==> config.mk <==
export PLATFORM = sky130hd
export DESIGN_NAME = rr_arbiter4
export DESIGN_NICKNAME = d
export VERILOG_FILES = /design/src/rtl/arb_pkg.sv /design/src/rtl/gnt_decoder.sv /design/src/rtl/rr_arbiter4.sv
export SDC_FILE = /design/constraint.sdc
export NUM_CORES = 1
export LEC_CHECK = 0
export ABC_AREA = 0
export CORE_AREA = 2 2 39 41
export DETAILED_ROUTE_END_ITERATION = 16
export DIE_AREA = 0 0 41 43
export HOLD_SLACK_MARGIN = 0.15
export PLACE_DENSITY = 0.69
export SKIP_LAST_GASP = 1
export SLEW_MARGIN = 20
export SYNTH_ARGS = -nofsm -noshare
export SYNTH_HDL_FRONTEND = slang
export SYNTH_SLANG_ARGS = --single-unit
==> constraint.sdc <==
create_clock -name clk -period 1.66 [get_ports clk]
set_input_delay 0.415 -clock clk [delete_from_list [all_inputs] [get_ports clk]]
set_output_delay 0.415 -clock clk [all_outputs]
set_load 0.005 [all_outputs]
placement_by_type.png
Scale bar: 10 um.
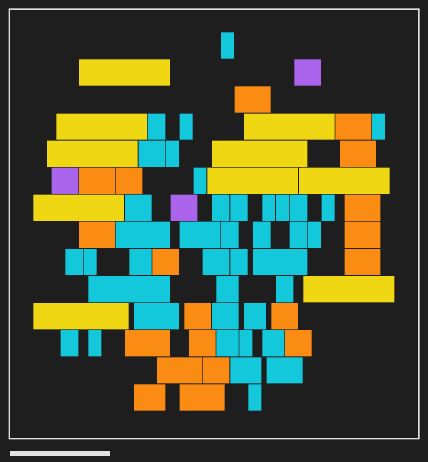
| class | colour | cells |
|---|---|---|
| clock drivers | purple | 3 |
| sequential cells | yellow | 10 |
| remaining buffers and delay cells | orange | 19 |
| combinational and other logic | cyan | 40 |
fraction of standard cell area that is sequential: 34.4%
Post-Route Utilization: 53.1%

flops_by_reg.png
Scale bar: 10 um.
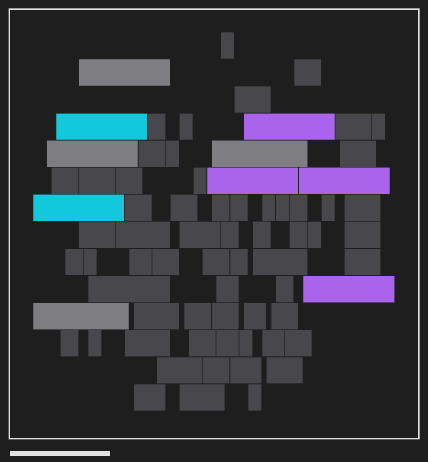
| name in the netlist | colour | placed flops |
|---|---|---|
| gnt | purple | 4 |
| gnt_idx | cyan | 2 |
not coloured: 4
power of the sequential group: 489 uW
area of all sequential standard cells: 253 um^2

wires.png
Scale bar: 10 um. Only two layers are drawn.
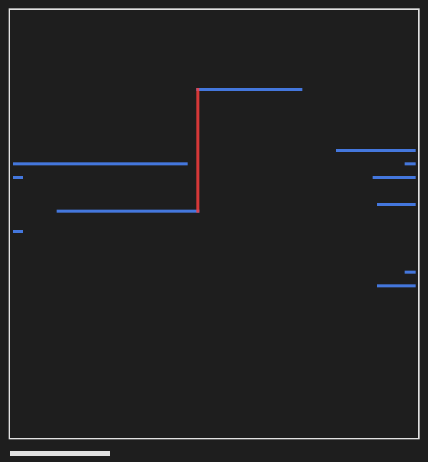
| layer | colour | wire length |
|---|---|---|
| metal 3 | blue | 63.5 um |
| metal 4 | red | 12.2 um |
wire length reported by the detailed router: 1090 um
via count: 446
Global Route Usage Sum: 17.3%
wire per inst: 12.4 um

logic_types.png
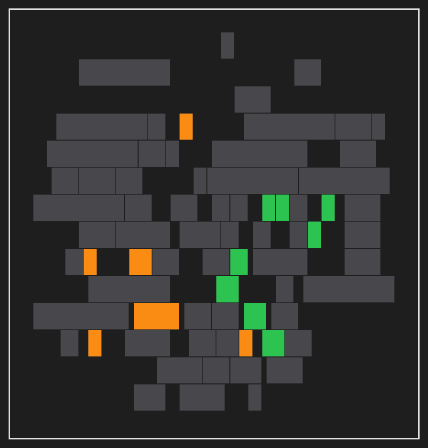
| family | colour | cells | most used |
|---|---|---|---|
| nand cells | green | 8 | nand2_1 |
| nor cells | orange | 6 | nor2_1 |
share of cell area taken by multi-input logic gates: 33.4%
number of cells in the finished layout apart from fillers: 88

congestion.png
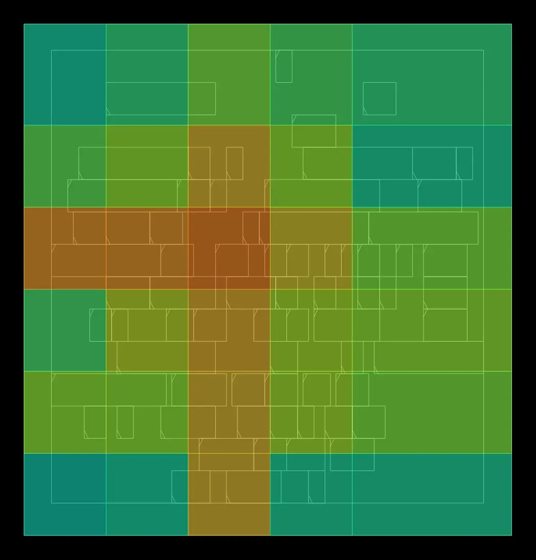
met1 routing resource usage after global routing: 23.6%
highest-utilization routing layer at the global route stage: met2

==> run_summary.xml <==
<?xml version="1.0" encoding="UTF-8"?>
<metrics>
  <group name="routing">
    <metric name="vias_per_cell" unit="">5.07</metric>
    <metric name="met2_wirelength" unit="um">518</metric>
    <metric name="dr.first_iter.drc_count" unit="">5</metric>
    <metric name="detail_route.wirelength.met1" unit="um">499</metric>
    <metric name="detail-route-antenna-nets" unit="">0</metric>
  </group>
  <group name="power_and_ir_drop">
    <metric name="swShare" unit="%">34.9</metric>
    <metric name="p_int" unit="uW">819</metric>
    <metric name="p_comb_share" unit="%">48.4</metric>
    <metric name="power.switching" unit="uW">440</metric>
    <metric name="clock_network_power_consumption" unit="uW">159</metric>
    <metric name="totalPowerFinal" unit="mW">1.26</metric>
    <metric name="irDropWorstVdd" unit="mV">0.997</metric>
  </group>
  <group name="cells_and_area">
    <metric name="inverters" unit="">4</metric>
    <metric name="multiInputGateArea" unit="um^2">245</metric>
    <metric name="final-nonclk-buf-share" unit="%">24.4</metric>
    <metric name="area_growth_syn_to_layout" unit="%">43.9</metric>
    <metric name="non_clock_buffer_count" unit="">19</metric>
    <metric name="drive_gt1_share" unit="%">26.4</metric>
    <metric name="layout_top_cells" unit="">sky130_fd_sc_hd__dfrtp_1, sky130_fd_sc_hd__clkdlybuf4s50_1, sky130_fd_sc_hd__buf_4</metric>
    <metric name="comb_cells" unit="">36</metric>
  </group>
  <group name="setup_path">
    <metric name="setup.worst_path.start_class" unit="">flip-flop</metric>
    <metric name="timing.critical_path.cells" unit="">clkdlybuf4s50_1</metric>
    <metric name="crit_type" unit="">flip-flop to output pin</metric>
    <metric name="wp_data_arrival" unit="ns">1.16</metric>
    <metric name="worst-r2r-cell-count" unit="">6</metric>
    <metric name="slowest_stage" unit="">sky130_fd_sc_hd__clkdlybuf4s50_1</metric>
    <metric name="r2r_setup_slack" unit="ns">0.22</metric>
    <metric name="cp_num_cells" unit="">1</metric>
  </group>
  <group name="global_route">
    <metric name="gr-total-overflow" unit="">0</metric>
    <metric name="global_route.usage.met2" unit="%">23.8</metric>
  </group>
  <group name="clock_network">
    <metric name="cts.repair_timing.setup_buffer_count" unit="">0</metric>
    <metric name="tritoncts.num_buffers" unit="">3</metric>
    <metric name="cts_hold_repair.buffers" unit="">0</metric>
    <metric name="cts.repair.resized" unit="">2</metric>
    <metric name="cts_max_path_buffers" unit="">2</metric>
    <metric name="clk_root_buffer_cell" unit="">sky130_fd_sc_hd__clkbuf_4</metric>
  </group>
  <group name="logic_synthesis">
    <metric name="yosysSeqAreaShare" unit="%">49.5</metric>
    <metric name="syn_avg_cell_area" unit="um^2">10.0</metric>
    <metric name="synth_top_cell_by_count" unit="">sky130_fd_sc_hd__dfrtp_1</metric>
    <metric name="number_of_synthesized_flops_with_an_enable_pin" unit="">0</metric>
    <metric name="asyncSetResetFlopFracSynth" unit="%">100</metric>
    <metric name="post_synthesis_cell_type_count" unit="">23</metric>
    <metric name="post_synth_main_logic_family" unit="">AND-OR/OR-AND gates</metric>
    <metric name="synth.yosys.num_cells" unit="">51</metric>
    <metric name="yosys-top-cells-area" unit="">sky130_fd_sc_hd__dfrtp_1, sky130_fd_sc_hd__dfstp_2, sky130_fd_sc_hd__a21oi_1</metric>
    <metric name="yosys.area.top_type" unit="">sky130_fd_sc_hd__dfrtp_1</metric>
    <metric name="postSynthCellCount" unit="">51</metric>
    <metric name="synth.net_count" unit="">57</metric>
    <metric name="synth_flop_count" unit="">10</metric>
    <metric name="simple_gate_area_share" unit="%">15.4</metric>
  </group>
  <group name="floorplan">
    <metric name="starting_density" unit="%">36.9</metric>
    <metric name="die_w" unit="um">41</metric>
    <metric name="core-area" unit="um^2">1380</metric>
    <metric name="placementRows" unit="">14</metric>
    <metric name="tap_cells" unit="">16</metric>
    <metric name="die_h" unit="um">43</metric>
    <metric name="chip_area" unit="um^2">1760</metric>
    <metric name="io-pin-count" unit="">14</metric>
  </group>
  <group name="timing">
    <metric name="final.period_utilization" unit="%">94.7</metric>
    <metric name="final.setup_skew" unit="ns">0.00597</metric>
    <metric name="final_period_minus_worst_setup_slack" unit="ns">1.57</metric>
    <metric name="totalNegativeSetupSlack" unit="ns">0</metric>
    <metric name="achievable-frequency" unit="MHz">636</metric>
    <metric name="rsz0062_at_grt" unit="">false</metric>
    <metric name="final_critical_path_setup_slack" unit="ns">0.0872</metric>
    <metric name="finalHoldWorstSlack" unit="ns">0.419</metric>
    <metric name="finalMaxSlewViolations" unit="">0</metric>
    <metric name="timing.final.hold_violations" unit="">0</metric>
  </group>
  <group name="placed_design">
    <metric name="dp_hpwl" unit="um">871</metric>
    <metric name="placed_area" unit="um^2">696</metric>
  </group>
  <group name="run">
    <metric name="openroad.warnings" unit="">26</metric>
  </group>
  <group name="min_path">
    <metric name="worstHoldPathType" unit="">primary input to asynchronous set/reset pin</metric>
  </group>
  <group name="run_status">
    <metric name="outcome" unit="">completed</metric>
  </group>
</metrics>
Power and IR drop assume default switching activity.
